Run 1, cells colored by class:
Scale: 6 px per um.
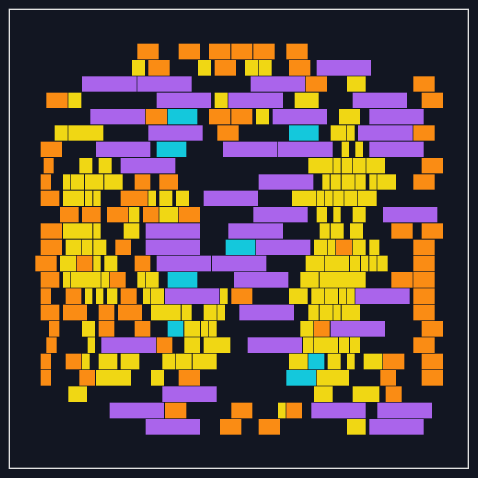
Run 1, where the registers sit:
Scale: 4 px per um. Other sequential cells in the stronger gray, the rest of the logic in the fainter gray.
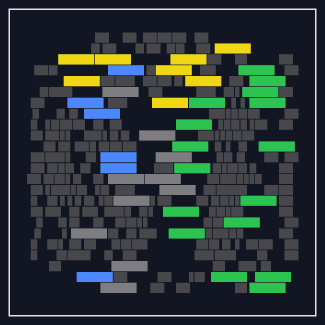
Run 1, placement view:
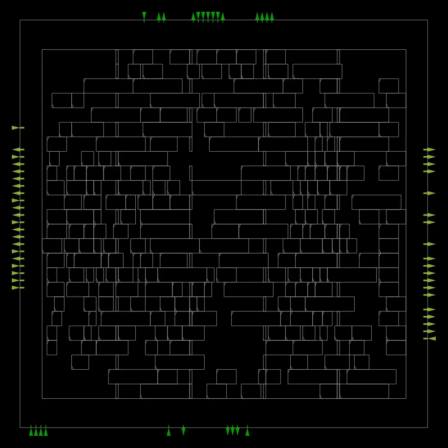
===== src/rtl/pipeline_sequencer.sv =====
// Central control sequencer for the 8-bit 5-stage pipeline: ID decode, EX/MEM/WB control
// pipeline, EX-stage jump/branch resolution, run/drain/halt sequencing and retire counting.
module pipeline_sequencer (
  input  logic        clk,
  input  logic        reset,
  input  logic        start,
  input  logic [15:0] instr_ID,
  input  logic        stall,
  input  logic        flush_in,
  input  logic        branch_taken_EX,
  output logic [1:0]  ImmSrc,
  output logic        ALUsrc,
  output logic [3:0]  opcode,
  output logic        dir,
  output logic        MemRead_MEM,
  output logic        MemWrite_MEM,
  output logic        RegWrite_MEM,
  output logic        ResultSrc_MEM,
  output logic        RegWrite_WB,
  output logic        jump,
  output logic        PC_sel,
  output logic [7:0]  branch_target,
  output logic        flush,
  output logic        running,
  output logic        halted,
  output logic [15:0] retired
);

  localparam logic [3:0] OpAdd   = 4'h1;
  localparam logic [3:0] OpSub   = 4'h2;
  localparam logic [3:0] OpAnd   = 4'h3;
  localparam logic [3:0] OpOr    = 4'h4;
  localparam logic [3:0] OpXor   = 4'h5;
  localparam logic [3:0] OpShift = 4'h6;
  localparam logic [3:0] OpAddi  = 4'h7;
  localparam logic [3:0] OpLoad  = 4'h8;
  localparam logic [3:0] OpStore = 4'h9;
  localparam logic [3:0] OpBeq   = 4'hA;
  localparam logic [3:0] OpBne   = 4'hB;
  localparam logic [3:0] OpJmp   = 4'hC;
  localparam logic [3:0] OpHalt  = 4'hF;

  typedef enum logic [1:0] {StIdle, StRun, StDrain, StHalted} state_e;

  typedef struct packed {
    logic       valid;
    logic       regwrite;
    logic       memread;
    logic       memwrite;
    logic       resultsrc;
    logic       is_branch;
    logic       is_jump;
    logic [7:0] target;
  } ex_t;

  typedef struct packed {
    logic valid;
    logic regwrite;
    logic memread;
    logic memwrite;
    logic resultsrc;
  } mem_t;

  typedef struct packed {
    logic valid;
    logic regwrite;
  } wb_t;

  state_e      state_q, state_d;
  logic [1:0]  drain_cnt_q, drain_cnt_d;
  ex_t         ex_q, ex_d;
  mem_t        mem_q, mem_d;
  wb_t         wb_q, wb_d;
  logic [15:0] retired_q, retired_d;

  logic [1:0] dec_immsrc;
  logic       dec_alusrc;
  logic [3:0] dec_opcode;
  logic       dec_dir;
  logic       dec_regwrite;
  logic       dec_memread;
  logic       dec_memwrite;
  logic       dec_resultsrc;
  logic       dec_is_branch;
  logic       dec_is_jump;
  logic       dec_is_halt;

  logic run;
  logic redirect;
  logic id_blocked;
  logic issue;
  logic halt_take;

  // Register fields are decoded by the datapath, not here.
  logic unused_fields;
  assign unused_fields = ^instr_ID[11:8];

  always_comb begin
    dec_immsrc    = 2'b00;
    dec_alusrc    = 1'b0;
    dec_opcode    = instr_ID[15:12];
    dec_dir       = 1'b0;
    dec_regwrite  = 1'b0;
    dec_memread   = 1'b0;
    dec_memwrite  = 1'b0;
    dec_resultsrc = 1'b0;
    dec_is_branch = 1'b0;
    dec_is_jump   = 1'b0;
    dec_is_halt   = 1'b0;
    case (instr_ID[15:12])
      OpAdd, OpSub, OpAnd, OpOr, OpXor: dec_regwrite = 1'b1;
      OpShift: begin
        dec_regwrite = 1'b1;
        dec_dir      = instr_ID[0];
      end
      OpAddi: begin
        dec_regwrite = 1'b1;
        dec_alusrc   = 1'b1;
        dec_immsrc   = 2'b01;
      end
      OpLoad: begin
        dec_regwrite  = 1'b1;
        dec_memread   = 1'b1;
        dec_resultsrc = 1'b1;
        dec_alusrc    = 1'b1;
        dec_immsrc    = 2'b01;
      end
      OpStore: begin
        dec_memwrite = 1'b1;
        dec_alusrc   = 1'b1;
        dec_immsrc   = 2'b10;
      end
      OpBeq, OpBne: begin
        dec_is_branch = 1'b1;
        dec_immsrc    = 2'b11;
      end
      OpJmp: begin
        dec_is_jump = 1'b1;
        dec_immsrc  = 2'b11;
      end
      OpHalt: dec_is_halt = 1'b1;
      // NOP and the reserved opcodes present as NOP.
      default: dec_opcode = 4'h0;
    endcase
  end

  assign run        = (state_q == StRun);
  assign jump       = ex_q.valid & ex_q.is_jump;
  assign PC_sel     = ex_q.valid & ex_q.is_branch & branch_taken_EX;
  assign redirect   = jump | PC_sel;
  assign id_blocked = stall | flush_in | redirect;
  assign issue      = run & ~id_blocked & ~dec_is_halt;
  assign halt_take  = run & ~id_blocked & dec_is_halt;

  always_comb begin
    ex_d = '0;
    if (issue) begin
      ex_d.valid     = 1'b1;
      ex_d.regwrite  = dec_regwrite;
      ex_d.memread   = dec_memread;
      ex_d.memwrite  = dec_memwrite;
      ex_d.resultsrc = dec_resultsrc;
      ex_d.is_branch = dec_is_branch;
      ex_d.is_jump   = dec_is_jump;
      ex_d.target    = instr_ID[7:0];
    end
    mem_d.valid     = ex_q.valid;
    mem_d.regwrite  = ex_q.regwrite;
    mem_d.memread   = ex_q.memread;
    mem_d.memwrite  = ex_q.memwrite;
    mem_d.resultsrc = ex_q.resultsrc;
    wb_d.valid      = mem_q.valid;
    wb_d.regwrite   = mem_q.regwrite;
    retired_d       = retired_q;
    if (wb_q.valid && (retired_q != 16'hFFFF)) begin
      retired_d = retired_q + 16'd1;
    end
  end

  always_comb begin
    state_d     = state_q;
    drain_cnt_d = drain_cnt_q;
    unique case (state_q)
      StIdle: begin
        if (start) state_d = StRun;
      end
      StRun: begin
        if (halt_take) begin
          state_d     = StDrain;
          drain_cnt_d = 2'd3;
        end
      end
      StDrain: begin
        if (drain_cnt_q == 2'd0) state_d = StHalted;
        else drain_cnt_d = drain_cnt_q - 2'd1;
      end
      StHalted: state_d = StHalted;
      default:  state_d = StIdle;
    endcase
  end

  always_ff @(posedge clk or posedge reset) begin
    if (reset) begin
      state_q     <= StIdle;
      drain_cnt_q <= 2'd0;
      ex_q        <= '0;
      mem_q       <= '0;
      wb_q        <= '0;
      retired_q   <= 16'd0;
    end else begin
      state_q     <= state_d;
      drain_cnt_q <= drain_cnt_d;
      ex_q        <= ex_d;
      mem_q       <= mem_d;
      wb_q        <= wb_d;
      retired_q   <= retired_d;
    end
  end

  assign ImmSrc        = run ? dec_immsrc : 2'b00;
  assign ALUsrc        = run & dec_alusrc;
  assign opcode        = run ? dec_opcode : 4'h0;
  assign dir           = run & dec_dir;
  assign MemRead_MEM   = mem_q.memread;
  assign MemWrite_MEM  = mem_q.memwrite;
  assign RegWrite_MEM  = mem_q.regwrite;
  assign ResultSrc_MEM = mem_q.resultsrc;
  assign RegWrite_WB   = wb_q.regwrite;
  assign branch_target = ex_q.target;
  assign flush         = redirect | ~run;
  assign running       = run;
  assign halted        = (state_q == StHalted);
  assign retired       = retired_q;

endmodule


===== config.mk =====
export PLATFORM = sky130hd
export DESIGN_NAME = pipeline_sequencer
export DESIGN_NICKNAME = d
export VERILOG_FILES = /design/src/rtl/pipeline_sequencer.sv
export SDC_FILE = /design/constraint.sdc
export NUM_CORES = 1
export LEC_CHECK = 0
export CORE_MARGIN = 4
export CORE_UTILIZATION = 41
export DETAILED_ROUTE_END_ITERATION = 7
export PLACE_DENSITY = 0.81
export SKIP_LAST_GASP = 1
export SYNTH_ARGS = -nofsm -noshare
export SYNTH_HDL_FRONTEND = slang
export SYNTH_SLANG_ARGS = --single-unit

===== constraint.sdc =====
create_clock -name clk -period 2.1 [get_ports clk]
set_clock_uncertainty 0.05 [all_clocks]
set_input_delay 0.525 -clock clk [delete_from_list [all_inputs] [get_ports clk]]
set_output_delay 0.525 -clock clk [all_outputs]
set_load 0.005 [all_outputs]

==> impl_metrics.ini, run 1 <==
; implementation run metrics
[outcome]
status = finished, final reports clean

[floorplanning]
fp.dieW_um = 76.3
die_area_um2 = 5820
initCoreUtil_pct = 43.0

[pwr]
powerSeq_mw = 0.928
pwr.group.clock_mw = 0.531
ir_drop_v = 0.000358
p_clk_share_pct = 26.5
switchingPower_mw = 0.569

[layout]
clkbuf_count = 6
nNonClkBuffers = 80
flop_area_um2 = 1000
antenna_cells = 0
largest_register_ffs = 16
final_area_um2 = 2740
final_layout_size_suffix_gt1_share_pct = 21.5
lay_top_count = clkdlybuf4s50_1
final-clk-cell-share_pct = 3.56

[clock_network]
hold_buffers = 0
cts.sinks = 40
clk_pin_slew_ps = 70

[worst_setup_path]
worst-path-buf-inv = 3
worstPathRequired_ps = 1520
arrival_ps = 1520
r2r-end = retired[1]$_DFFE_PP0P_
critical_path.startpoint_type = input port
critical_path.top_delay_family = buffers and inverters
endpoint = opcode[2]
worstSetupEndpointType = output pin
cpPeakStageDelay_ps = 270
reg2reg_slack_ps = 250
reg2reg_depth = 5
path_max_fanout = 4

[drt]
first_pass_iters = 4
wire_per_inst_um = 14.3
drt-initial-drc-count = 81
route.met3.wl_um = 399
ant_nets = 0
wl_um = 4420
routed-wl-met2_um = 2230
top_layer_used = met4
via_count = 1593

[place]
dp.cells = 297

[global_route]
use_met1_pct = 17.9
grt_pass1_wl_um = 7430
grt_pass1_vias = 1617
grt_util_all_layers_pct = 16.0
use_met2_pct = 27.4

[synthesis]
yosysMostFrequentCell = dfrtp_1
ys_seq_share_pct = 52.4
yosysWarnings = 0
edf_count = 0
largest_area_cell = dfrtp_1
syn_avg_cell_area_um2 = 10.4
ys_types = 42
mux_share_pct = 3.14
yosys.area_share.adder_pct = 1.31
yosys_cells = 184
synth_area_um2 = 1910
syn_nets = 208

[final_timing]
finalHoldViolCount = 0
relSlewSlack_pct = 67.7
setup-tns-final_ps = 0

[worst_hold_path]
worstHoldPathType = flip-flop to flip-flop
About 'cells colored by class':
legend:
  yellow:
    class: remaining logic cells
    cells: 128
    share_of_their_area: 32%
  orange:
    class: remaining buffers and delay cells
    cells: 80
    share_of_their_area: 27%
  purple:
    class: registers
    cells: 40
    share_of_their_area: 37%
  cyan:
    class: clock drivers and dummy loads
    cells: 8
    share_of_their_area: 3.6%

About 'where the registers sit':
legend:
  yellow:
    signal: branch_target
    flops: 8
  blue:
    signal: ex_q
    flops: 6
  green:
    signal: retired
    flops: 16

About 'placement view':
fraction of area in registers: 36.5%
FILL cells: 382
# rows: 24
Layout Utilization: 61.7%
placeable core region: 4440 um^2

--- run 2 (diff from run 1) ---
--- a/config.mk
+++ b/config.mk
@@ -7,6 +7,7 @@
 export LEC_CHECK = 0
 export CORE_MARGIN = 4
 export CORE_UTILIZATION = 41
+export CTS_CLUSTER_SIZE = 40
 export DETAILED_ROUTE_END_ITERATION = 7
 export PLACE_DENSITY = 0.81
 export SKIP_LAST_GASP = 1
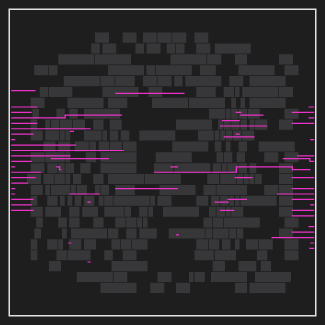
Run 2: met3 routing
Scale: 4 px per um. Cells faint in the background.
longest straight run: 27.8 um
nets with wire on the layer: 54
wire length on this layer: 399 um

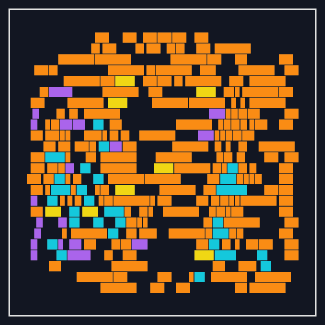
Run 2: drive-strength map
Scale: 4 px per um.
legend:
  cyan:
    size: x3 and x4
    cells: 28
    share: 11%
    most_used: buf_4
  yellow:
    size: x6 and larger
    cells: 8
    share: 3.1%
    most_used: clkbuf_8
  orange:
    size: x1 and smaller
    cells: 201
    share: 79%
    most_used: clkdlybuf4s50_1
  purple:
    size: x2
    cells: 19
    share: 7.4%
    most_used: clkbuf_2

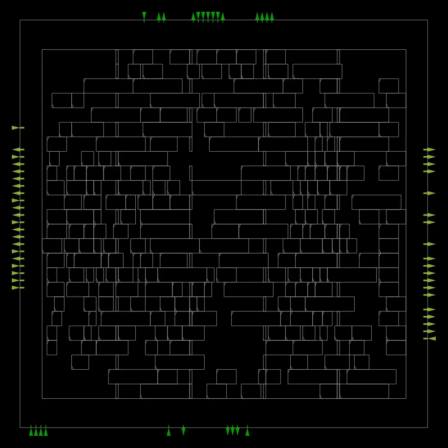
Run 2: placement view
registers: 40
Tap Count: 52
non-filler cells in the finished layout: 308

==> run 2 against run 1 <==
Compared with the run above: combinational power is essentially flat; maximum frequency unchanged; non-clock buffer count stayed put; worst hold slack unchanged; flip-flop count unchanged; register-to-register slack about the same; utilization stayed put; critical path depth unchanged; final cell count did not move; worst setup slack stayed put.
==> impl_metrics.ini, run 2 <==
; implementation run metrics
[place]
dp.cells = 297

[synthesis]
largest_area_cell = dfrtp_1
yosys.area_share.adder_pct = 1.31
syn_nets = 208
flop_cell = dfrtp_1
synth_area_um2 = 1910
edf_count = 0
syn_avg_cell_area_um2 = 10.4
mux_share_pct = 3.14
ys_types = 42
ys_seq_share_pct = 52.4
yosysMostFrequentCell = dfrtp_1
yosysWarnings = 0
yosys_cells = 184

[clock_network]
hold_buffers = 0
clk_pin_slew_ps = 70
cts.sinks = 40

[layout]
flop_area_um2 = 1000
clkbuf_count = 6
post-route-util_pct = 61.7
final_layout_size_suffix_gt1_share_pct = 21.5
n_fill_cell = 382
largest_register_ffs = 16
final_area_um2 = 2740
lay_top_count = clkdlybuf4s50_1
seq-cell-share_pct = 36.5
nNonClkBuffers = 80
inv_count = 7
final-clk-cell-share_pct = 3.56

[drt]
first_pass_iters = 4
routed-wl-met2_um = 2230
wl_um = 4420
ant_nets = 0
top_layer_used = met4
route.met3.wl_um = 399
wire_per_inst_um = 14.3

[floorplanning]
core_area_um2 = 4440
fp.dieW_um = 76.3
rows = 24
initCoreUtil_pct = 43.0
die_area_um2 = 5820

[worst_hold_path]
worstHoldPathType = flip-flop to flip-flop

[worst_setup_path]
critical_path.startpoint_type = input port
cpPeakStageDelay_ps = 270
worstPathRequired_ps = 1520
worstSetupEndpointType = output pin
r2r-end = retired[1]$_DFFE_PP0P_
reg2reg_slack_ps = 250
path_max_fanout = 4
regToRegStartpoint = retired[1]$_DFFE_PP0P_
reg2reg_depth = 5
arrival_ps = 1520
worst-path-buf-inv = 3
critical_path.top_delay_family = buffers and inverters
endpoint = opcode[2]

[global_route]
use_met2_pct = 27.4
grt_pass1_wl_um = 7430
use_met1_pct = 17.9
grt_util_all_layers_pct = 16.0

[pwr]
ir_drop_v = 0.000358
pwr.group.clock_mw = 0.531
p_clk_share_pct = 26.5
powerSeq_mw = 0.928
switchingPower_mw = 0.569

[outcome]
status = finished, final reports clean

[final_timing]
relSlewSlack_pct = 67.7

[job]
drv_cap = 0
--- run 3 (diff from run 2) ---
--- a/config.mk
+++ b/config.mk
@@ -6,10 +6,11 @@
 export NUM_CORES = 1
 export LEC_CHECK = 0
 export CORE_MARGIN = 4
-export CORE_UTILIZATION = 41
+export CORE_UTILIZATION = 42
+export CTS_BUF_LIST = sky130_fd_sc_hd__clkbuf_4 sky130_fd_sc_hd__clkbuf_8
 export CTS_CLUSTER_SIZE = 40
 export DETAILED_ROUTE_END_ITERATION = 7
-export PLACE_DENSITY = 0.81
+export PLACE_DENSITY = 0.82
 export SKIP_LAST_GASP = 1
 export SYNTH_ARGS = -nofsm -noshare
 export SYNTH_HDL_FRONTEND = slang
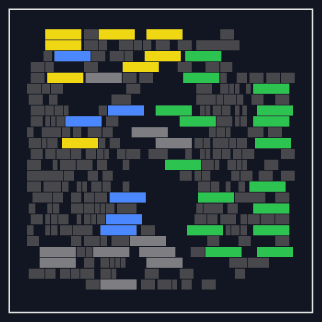
Run 3: where the registers sit
Scale: 4 px per um. Other sequential cells in the stronger gray, the rest of the logic in the fainter gray.
legend:
  yellow:
    signal: branch_target
    flops: 8
  blue:
    signal: ex_q
    flops: 6
  green:
    signal: retired
    flops: 16
not colored: 10

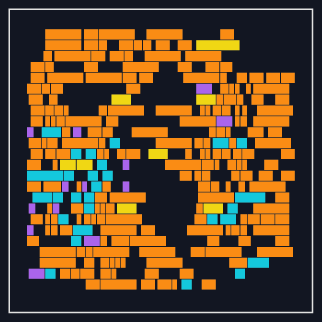
Run 3: drive-strength map
Scale: 4 px per um.
legend:
  cyan:
    size: x3 and x4
    cells: 28
    share: 11%
    most_used: buf_4
  purple:
    size: x2
    cells: 13
    share: 5.1%
    most_used: clkbuf_2
  yellow:
    size: x6 and larger
    cells: 8
    share: 3.1%
    most_used: clkbuf_8
  orange:
    size: x1 and smaller
    cells: 207
    share: 81%
    most_used: clkdlybuf4s50_1

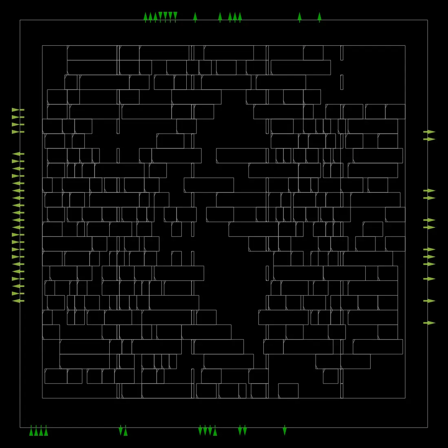
Run 3: placement view
fraction of area in registers: 36.5%
Layout Utilization: 62.6%

==> run 3 against run 2 <==
Compared with the run above: clock power up 17%; non-clock buffer count is the same; maximum frequency up 3.2%; synthesized cell count stayed put; critical path type unchanged; critical endpoint is now dir; highest routed layer unchanged.
==> impl_metrics.ini, run 3 <==
; implementation run metrics
[layout]
n_fill_cell = 358
logic_area_um2 = 821
antenna_cells = 0
lay_top_count = clkdlybuf4s50_1
fin_cells = 308
clkbuf_count = 5
buffer_area_share_pct = 26.3
logic_gates = 121
inv_count = 7
nNonClkBuffers = 80
flop_area_um2 = 1000
fin_nets = 279
largest_register_ffs = 16
final_layout_size_suffix_gt1_share_pct = 19.1
ff_count = 40
final_area_um2 = 2750
final-clk-cell-share_pct = 4.06

[synthesis]
yosys.area_share.adder_pct = 1.31
ys_types = 42
async_reset_ff_share_pct = 100
netlist_instances = 184
synth_area_um2 = 1910
syn_nets = 208
synthDominantCellAreaShare_pct = 52.4
flop_cell = dfrtp_1
yosys_cells = 184
mux_share_pct = 3.14
top_logic_kind = simple AND/OR/NAND/NOR gates
simple_gate_area_share_pct = 23.8
syn_avg_cell_area_um2 = 10.4
largest_area_cell = dfrtp_1
edf_count = 0
yosys-top-cells-area = dfrtp_1 52%, and2_1 3.6%, buf_4 3.5%
xor_share_pct = 5.04
top_cells_by_count = 40 x dfrtp_1, 16 x nor2_1, 14 x nand2_1
yosysMostFrequentCell = dfrtp_1
yosysWarnings = 0
ys_seq_share_pct = 52.4
synth_flops = 40

[drt]
wire_per_inst_um = 13.5
ant_nets = 0
route.met3.wl_um = 333
routed-wl-met2_um = 2090
first_pass_iters = 4
viasPerCell = 5.10
top_layer_used = met4
wl_um = 4160
met1Wirelength_um = 1680
post-route-drc-count = 0
via_count = 1571

[global_route]
use_met3_pct = 6.86
grt_max_degree = 41
use_met1_pct = 18.3
grt_overflow = 0
grt_util_all_layers_pct = 15.8
busiest_layer = met2
grt_pass1_wl_um = 6780
use_met2_pct = 26.7

[place]
gp_congestion = 0.795
post-place-ws_ps = -637
hpwl_um = 3130
dp.cells = 300
io_buffers = 59

[floorplanning]
taps = 52
die_y_um = 75.4
io_pins = 64
fp.dieW_um = 75.4
core_area_um2 = 4380
rows = 24
initCoreUtil_pct = 43.6
die_area_um2 = 5690

[final_timing]
drv_slew = 0
timing.final.crit_share_pct = 96.5
finalWorstSetupSlack_ps = 73.9
clock.fmax_mhz = 494
setup_viol = 0
tightestPinTransition_ps = 495
relSlewSlack_pct = 67.0
fin_crit_ps = 2030
hold_slack_ps = 305

[clock_network]
cts_root_buffer = clkbuf_8
clk_pin_slew_ps = 80
cts.sinks = 40
clockBufferDepth = 2
cts_resized = 32
cts_made_buffers = 5
hold_buffers = 0
cts_tree = yes
cts_max_level = 2

[worst_setup_path]
crit_path_top_delay_cell = clkdlybuf4s50_1
worstSetupPathType = input port to output pin
worstPathRequired_ps = 1520
arrival_ps = 1450
regToRegStartpoint = retired[1]$_DFFE_PP0P_
cp.depth = 3
cp-startpoint = instr_ID[0]
endpoint = dir
critical_path.startpoint_type = input port
cpPeakStageDelay_ps = 490
critical_path.top_delay_family = buffers and inverters
path_max_fanout = 2
reg2reg_depth = 5
reg2reg_slack_ps = 170
worstSetupEndpointType = output pin
r2r-end = retired[1]$_DFFE_PP0P_
worst-path-buf-inv = 2

[pwr]
pwr.group.clock_mw = 0.619
ir_drop_v = 0.000391
swShare_pct = 26.9
p_seq_share_pct = 45.1
switchingPower_mw = 0.554
power_frac_comb_pct = 24.9
power.leakage_nw = 1.30
internal-power_mw = 1.51
p_clk_share_pct = 30.0
comb_cell_power_mw = 0.514
totalPowerFinal_mw = 2.06
powerSeq_mw = 0.929
powerDensity_nw_per_um2 = 751
maxPowerGroup = sequential cells

[worst_hold_path]
worstHoldStart = ex_q[13]$_DFF_PP0_
min_to = RegWrite_MEM$_DFF_PP0_
worstHoldPathType = flip-flop to flip-flop

[outcome]
status = finished, final reports clean

[job]
drv_cap = 0
warnings = 32
No activity file was given, so power comes from the tool's default toggle rates.
